$ cat src/rtl/slip_msg_receiver_if.sv
// Byte-stream input and decoded-message output bundle for slip_msg_receiver.
// The slave modport is the receiver; the master modport is the byte source
// plus the message consumer.
interface slip_msg_receiver_if #(
  parameter int MSG_BYTES     = 5,
  parameter int ERR_CNT_WIDTH = 8
);
  logic [7:0]               data;
  logic                     data_ready;
  logic [8*MSG_BYTES-1:0]   msg;
  logic                     msg_valid;
  logic                     msg_read_en;
  logic                     frame_err;
  logic                     overflow;
  logic [ERR_CNT_WIDTH-1:0] err_count;

  modport slave (
    input  data,
    input  data_ready,
    input  msg_read_en,
    output msg,
    output msg_valid,
    output frame_err,
    output overflow,
    output err_count
  );

  modport master (
    output data,
    output data_ready,
    output msg_read_en,
    input  msg,
    input  msg_valid,
    input  frame_err,
    input  overflow,
    input  err_count
  );
endinterface

$ cat src/rtl/slip_msg_receiver.sv
// SLIP decoder turning a byte stream into fixed-length messages.
// A frame is END, MSG_BYTES decoded data bytes, END. One decoded message is
// held under a valid/read handshake. Malformed frames raise frame_err; a good
// frame arriving while the holding register is still full raises overflow.
// Both events feed a saturating error counter.
module slip_msg_receiver #(
  parameter int MSG_BYTES     = 5,
  parameter int ERR_CNT_WIDTH = 8
) (
  input  logic                clk,
  input  logic                rst_n,
  slip_msg_receiver_if.slave  bus
);

  localparam int          MSG_W = 8 * MSG_BYTES;
  localparam int          CNT_W = $clog2(MSG_BYTES + 1);
  localparam logic [CNT_W-1:0] CNT_FULL = CNT_W'(MSG_BYTES);

  localparam logic [7:0] SLIP_END     = 8'hC0;
  localparam logic [7:0] SLIP_ESC     = 8'hDB;
  localparam logic [7:0] SLIP_ESC_END = 8'hDC;
  localparam logic [7:0] SLIP_ESC_ESC = 8'hDD;

  typedef enum logic [1:0] {
    ST_HUNT    = 2'd0,
    ST_DATA    = 2'd1,
    ST_ESC     = 2'd2,
    ST_DISCARD = 2'd3
  } state_t;

  state_t                   state_q, state_d;
  logic [CNT_W-1:0]         cnt_q, cnt_d;
  logic [MSG_W-1:0]         asm_q, asm_d;
  logic [MSG_W-1:0]         msg_q, msg_d;
  logic                     msg_valid_q, msg_valid_d;
  logic                     frame_err_q, frame_err_d;
  logic                     overflow_q, overflow_d;
  logic [ERR_CNT_WIDTH-1:0] err_cnt_q, err_cnt_d;

  // Per-byte decode events
  logic       complete;
  logic       shift_en;
  logic [7:0] shift_byte;
  logic       load_msg;

  // Frame decoder: classifies the current byte and computes the next FSM state,
  // byte count and assembly register. Nothing moves without a byte strobe.
  always_comb begin
    state_d     = state_q;
    cnt_d       = cnt_q;
    asm_d       = asm_q;
    complete    = 1'b0;
    frame_err_d = 1'b0;
    shift_en    = 1'b0;
    shift_byte  = bus.data;

    if (bus.data_ready) begin
      case (state_q)
        ST_HUNT: begin
          if (bus.data == SLIP_END) begin
            state_d = ST_DATA;
            cnt_d   = '0;
          end
        end

        ST_DATA: begin
          if (bus.data == SLIP_END) begin
            // An empty frame (back-to-back END) is just idle line.
            if (cnt_q == CNT_FULL) begin
              complete = 1'b1;
            end else if (cnt_q != '0) begin
              frame_err_d = 1'b1;
            end
            cnt_d = '0;
          end else if (bus.data == SLIP_ESC) begin
            state_d = ST_ESC;
          end else begin
            shift_en = 1'b1;
          end
        end

        ST_ESC: begin
          if (bus.data == SLIP_ESC_END || bus.data == SLIP_ESC_ESC) begin
            shift_en   = 1'b1;
            shift_byte = (bus.data == SLIP_ESC_END) ? SLIP_END : SLIP_ESC;
            state_d    = ST_DATA;
          end else if (bus.data == SLIP_END) begin
            // The END still closes the frame, so the next frame is not lost.
            frame_err_d = 1'b1;
            cnt_d       = '0;
            state_d     = ST_DATA;
          end else begin
            frame_err_d = 1'b1;
            state_d     = ST_DISCARD;
          end
        end

        ST_DISCARD: begin
          // Error already reported when entering here; END only resyncs.
          if (bus.data == SLIP_END) begin
            state_d = ST_DATA;
            cnt_d   = '0;
          end
        end

        default: begin
          state_d = ST_HUNT;
          cnt_d   = '0;
        end
      endcase

      // A data byte past the message length makes the frame too long.
      if (shift_en) begin
        if (cnt_q == CNT_FULL) begin
          frame_err_d = 1'b1;
          state_d     = ST_DISCARD;
        end else begin
          asm_d = {asm_q[MSG_W-9:0], shift_byte};
          cnt_d = cnt_q + CNT_W'(1);
        end
      end
    end
  end

  // Holding register, handshake and error accounting. A read in the same
  // cycle as a completion frees the slot, so the new message is accepted.
  always_comb begin
    load_msg    = complete && (!msg_valid_q || bus.msg_read_en);
    overflow_d  = complete && msg_valid_q && !bus.msg_read_en;
    msg_d       = load_msg ? asm_d : msg_q;
    msg_valid_d = msg_valid_q;
    if (load_msg) begin
      msg_valid_d = 1'b1;
    end else if (bus.msg_read_en) begin
      msg_valid_d = 1'b0;
    end
    err_cnt_d = err_cnt_q;
    if ((frame_err_d || overflow_d) && (err_cnt_q != '1)) begin
      err_cnt_d = err_cnt_q + ERR_CNT_WIDTH'(1);
    end
  end

  // State and output registers; reset drops any partial frame.
  always_ff @(posedge clk or negedge rst_n) begin
    if (!rst_n) begin
      state_q     <= ST_HUNT;
      cnt_q       <= '0;
      asm_q       <= '0;
      msg_q       <= '0;
      msg_valid_q <= 1'b0;
      frame_err_q <= 1'b0;
      overflow_q  <= 1'b0;
      err_cnt_q   <= '0;
    end else begin
      state_q     <= state_d;
      cnt_q       <= cnt_d;
      asm_q       <= asm_d;
      msg_q       <= msg_d;
      msg_valid_q <= msg_valid_d;
      frame_err_q <= frame_err_d;
      overflow_q  <= overflow_d;
      err_cnt_q   <= err_cnt_d;
    end
  end

  assign bus.msg       = msg_q;
  assign bus.msg_valid = msg_valid_q;
  assign bus.frame_err = frame_err_q;
  assign bus.overflow  = overflow_q;
  assign bus.err_count = err_cnt_q;

endmodule

$ cat src/flat_wrapper.sv
// flat-port wrapper written by rule: the top's interface ports become plain ports
module slip_msg_receiver_flat 
#(
  parameter int MSG_BYTES     = 5,
  parameter int ERR_CNT_WIDTH = 8
)
  (clk, rst_n, bus_data, bus_data_ready, bus_msg_read_en, bus_msg, bus_msg_valid, bus_frame_err, bus_overflow, bus_err_count);
  slip_msg_receiver_if #(.MSG_BYTES(MSG_BYTES), .ERR_CNT_WIDTH(ERR_CNT_WIDTH)) bus_i ();
  input  logic clk;
  input  logic rst_n;
  input wire logic [$bits(bus_i.data)-1:0] bus_data;
  input wire logic [$bits(bus_i.data_ready)-1:0] bus_data_ready;
  input wire logic [$bits(bus_i.msg_read_en)-1:0] bus_msg_read_en;
  output wire logic [$bits(bus_i.msg)-1:0] bus_msg;
  output wire logic [$bits(bus_i.msg_valid)-1:0] bus_msg_valid;
  output wire logic [$bits(bus_i.frame_err)-1:0] bus_frame_err;
  output wire logic [$bits(bus_i.overflow)-1:0] bus_overflow;
  output wire logic [$bits(bus_i.err_count)-1:0] bus_err_count;
  assign bus_i.data = bus_data;
  assign bus_i.data_ready = bus_data_ready;
  assign bus_i.msg_read_en = bus_msg_read_en;
  assign bus_msg = bus_i.msg;
  assign bus_msg_valid = bus_i.msg_valid;
  assign bus_frame_err = bus_i.frame_err;
  assign bus_overflow = bus_i.overflow;
  assign bus_err_count = bus_i.err_count;
  slip_msg_receiver #(.MSG_BYTES(MSG_BYTES), .ERR_CNT_WIDTH(ERR_CNT_WIDTH)) u_core (.clk(clk), .rst_n(rst_n), .bus(bus_i));
endmodule
$ cat config.mk
export PLATFORM = sky130hd
export DESIGN_NAME = slip_msg_receiver_flat
export DESIGN_NICKNAME = d
export VERILOG_FILES = /design/src/rtl/slip_msg_receiver_if.sv /design/src/rtl/slip_msg_receiver.sv /design/src/flat_wrapper.sv
export SDC_FILE = /design/constraint.sdc
export NUM_CORES = 1
export LEC_CHECK = 0
export ABC_AREA = 1
export ABC_CLOCK_PERIOD_IN_PS = 2550
export CAP_MARGIN = 40
export CORE_MARGIN = 5
export CORE_UTILIZATION = 54
export CTS_CLUSTER_SIZE = 20
export DETAILED_ROUTE_END_ITERATION = 12
export GPL_ROUTABILITY_DRIVEN = 0
export PLACE_DENSITY = 0.79
export SYNTH_ARGS = -nofsm -noshare
export SYNTH_HDL_FRONTEND = slang
export SYNTH_SLANG_ARGS = --single-unit
$ cat constraint.sdc
create_clock -name clk -period 2.55 [get_ports clk]
set_clock_uncertainty 0.15 [all_clocks]
set_input_delay 0.51 -clock clk [delete_from_list [all_inputs] [get_ports clk]]
set_output_delay 0.51 -clock clk [all_outputs]
set_load 0.02 [all_outputs]
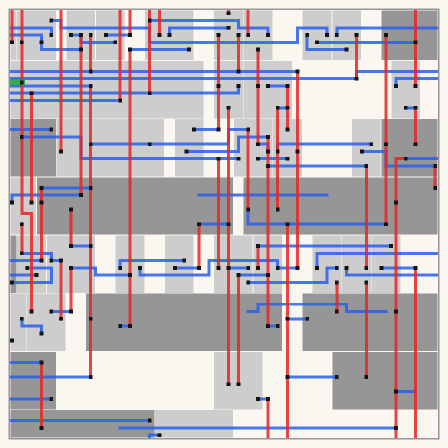
**Above:** a small window of the routed layout.
Region (65, 15) to (85, 35) um. Cells in gray, sequential cells in the stronger gray; small squares are vias.
green -> M3
blue -> M1
red -> M2
netlist names of flops here include = u_core.asm_q (3), u_core.bus.msg (2)
sequential cells in the window = 5
most frequent = nand2_1 (14), inv_1 (6), dfrtp_1 (5)
cells with their middle in the window = 35

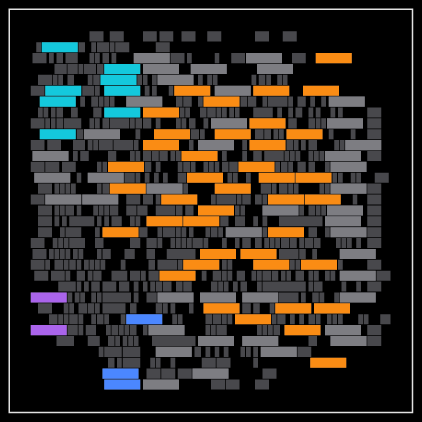
**Above:** register map, names as in the netlist.
(4 px per um) Other sequential cells in the stronger gray, the rest of the logic in the fainter gray.
blue -> u_core.cnt_q  # flops 3
cyan -> u_core.bus.err_count  # flops 8, where upper left
orange -> u_core.asm_q  # flops 40
purple -> u_core.state_q  # flops 2
not colored = 43
area occupied by registers: 2400 um2
flip-flop and latch share of the layout cell area: 44.0%

==> flow report <==
=================================================================================
Fraction of synthesized area in multiplexers                                   0%
Headroom to the max-slew limit                                              54.4%
Number of nets with antenna violations after detailed routing                   0
Number of cells produced by synthesis                                         530
Post-synthesis area per instance                                         8.33 um2
Worst reg2reg path startpoint                                        u_core.state_q[0]
Yosys cell count                                                              530
Status                                                                  completed
Library cell occupying the most area in the post-synthesis netlist        dfrtp_1
Total wire length after detailed routing                                  9.20 mm
Number of warnings issued by yosys                                              0
Maximum fanout count along the critical path                                    9
Yosys synthesis chip area                                                4420 um2
Instance count after placement with tap cells included                        695
Synth Cell Area                                                          4420 um2
Total global routing overflow                                                   0
DRC violation count after routing                                               0
Router iterations before antenna repair                                         4
R2R Path End                                                         u_core.bus.err_count[4]
Wire length of the first global-routing pass                              16.0 mm
Adder-cell share of the synthesized area                                    1.70%
Via count                                                                    3552
TritonCTS buffer count                                                          9
Largest net degree at the start of global routing                              58
Layout cells sized above 1                                                  7.59%
Leakage power summed over all cells                                       2.81 nW
Vias in the first global route                                               3620
Antenna violations before repair                                                0
Final cell count without fillers                                              711
Stage-log warning count                                                        29
Power after layout                                                        4.37 mW
Final critical delay including setup and external delays                  2.21 ns
CTS hold repair buffers                                                         0
GRT Util Overall                                                            19.5%
Area grow syn2layout                                                        23.7%
Worst-case setup margin in the final layout                              0.339 ns
Floorplan utilization                                                       54.6%
H-Tree Depth                                                                    3
Detailed Route Iter0 Violations                                               205
Area of the die                                                         10100 um2
IR Drop Worst-Case VDD                                                     533 uV
Clock-pin transition on the worst setup and hold timing paths             0.10 ns
Most frequent logic cell in the layout                                    nand2_1
Number of core rows                                                            33
Final #Nets                                                                   619
Worst hold slack                                                        0.0518 ns
Max-slew violation count                                                        0
Dominant cell area share                                                    54.4%
CTS sink count                                                                 96
Cell with the largest stage delay on the worst path                  clkdlybuf4s50_1
Number of buffer cells added on primary ports                                  62
Die Y-Extent                                                               100 um
XORs/XNORs by Area                                                          1.19%
Vias per inst                                                                5.00
Maximum clock frequency                                                   452 MHz
Maxcap violations                                                               0
Power density relative to cell area                                    800 nW/um2
Path length in cells of the critical path                                      12
Kind of cell adding the most delay to the critical path              simple AND/OR/NAND/NOR gates
Combined buffer and inverter count along the critical path                      1
Routed len/inst                                                           12.9 um
Sequential share of the synthesized area                                    54.4%
Setup violations, final                                                         0
Placeable core area                                                      8090 um2
Total nets after synthesis                                                    548
Peak per-stage delay on the critical path                                 0.48 ns
Critical path data required time                                          2.65 ns
RSZ-0062 raised after global routing                                        false
Sort of element at the start of the critical path                       input pin
Setup crit end kind                                                      register
Top area cell types                                                  dfrtp_1, nand2_1, inv_1, nand3_1, and2_1
Diode insertion count for antenna repair                                        0
Post-synthesis share of cell area spent on and-or and or-and gates          1.81%
Placed Area                                                              5210 um2
Total non-filler cell area in the finished layout                        5460 um2
Endpoints failing hold                                                          0
Distinct cell type count of the synthesized netlist                            30
X dimension of the die                                                     100 um
CTS tree                                                                      yes
Clock tree root buffer cell                                              clkbuf_8
Min-delay worst type                                                 input pin to asynchronous set/reset pin
Worst setup path endpoint                                            u_core.bus.err_count[4]
Cell type with the highest occurrence count on the critical path          nand2_1
Transition time of the tightest slew-check pin                           0.684 ns
Pre-CTS setup slack                                                    -0.0368 ns
Worst Path Class, Setup                                              input pin to register
Final design utilization                                                    67.5%
Estimated wirelength of the detail-placed design                          6.49 mm
Final period utilization                                                    86.7%
Count of pins on the block boundary                                            63
=================================================================================
## where the power goes
group / total, mW / switching (mW) / internal [mW]
logic: 1.22 / 0.740 / 0.483
registers: 1.93 / 0.130 / 1.81
clock network: 1.21 / 0.526 / 0.682
total: 4.37 / 1.40 / 2.97
## cells in the mapped netlist
| cell | count |
|---|---|
| nand2_1 | 206 |
| dfrtp_1 | 96 |
| inv_1 | 66 |
| nand3_1 | 49 |
| and2_1 | 37 |
| nor2_1 | 13 |
| buf_2 | 6 |
| ha_1 | 6 |
| xor2_1 | 6 |
| a21oi_1 | 5 |
| clkbuf_1 | 4 |
| nand2_2 | 4 |
| nand4_1 | 4 |
| buf_6 | 3 |
| nor2_4 | 3 |
| buf_1 | 2 |
| buf_4 | 2 |
| inv_2 | 2 |
| nand3b_1 | 2 |
| o21ai_0 | 2 |
| o21ai_1 | 2 |
| o22ai_1 | 2 |
| a22oi_1 | 1 |
| a31oi_1 | 1 |
| a32oi_1 | 1 |
| nand3_2 | 1 |
| nand3_4 | 1 |
| nor2_2 | 1 |
| nor3_2 | 1 |
| nor3b_1 | 1 |
## cell type report
class / count / area [um2]
multi-input combinational: 349 / 1670
sequential: 96 / 2400
clock buffer: 10 / 138
tap: 105 / 131
fill: 666 / 2630
clock inverter: 6 / 114
timing repair buffer: 77 / 756
inverter: 68 / 255
## state kept, by name (all words and copies together) (netlist names)
register,flops
u_core.state_q,2
u_core.bus.frame_err,1
u_core.cnt_q,3
u_core.bus.err_count,8
u_core.bus.msg,40
u_core.bus.overflow,1
u_core.asm_q,40
u_core.bus.msg_valid,1
## routing by layer
layer  global-route usage, %  up-vias  part of all wire [%]
met4                    6.22        0                  0.82
met5                       0        -                     0
met2                    33.2       95                    50
met1                    25.4     1691                    45
li1                        -     1758                     -
met3                    3.54        8                   4.7
Power is estimated from default activity; no workload was simulated.
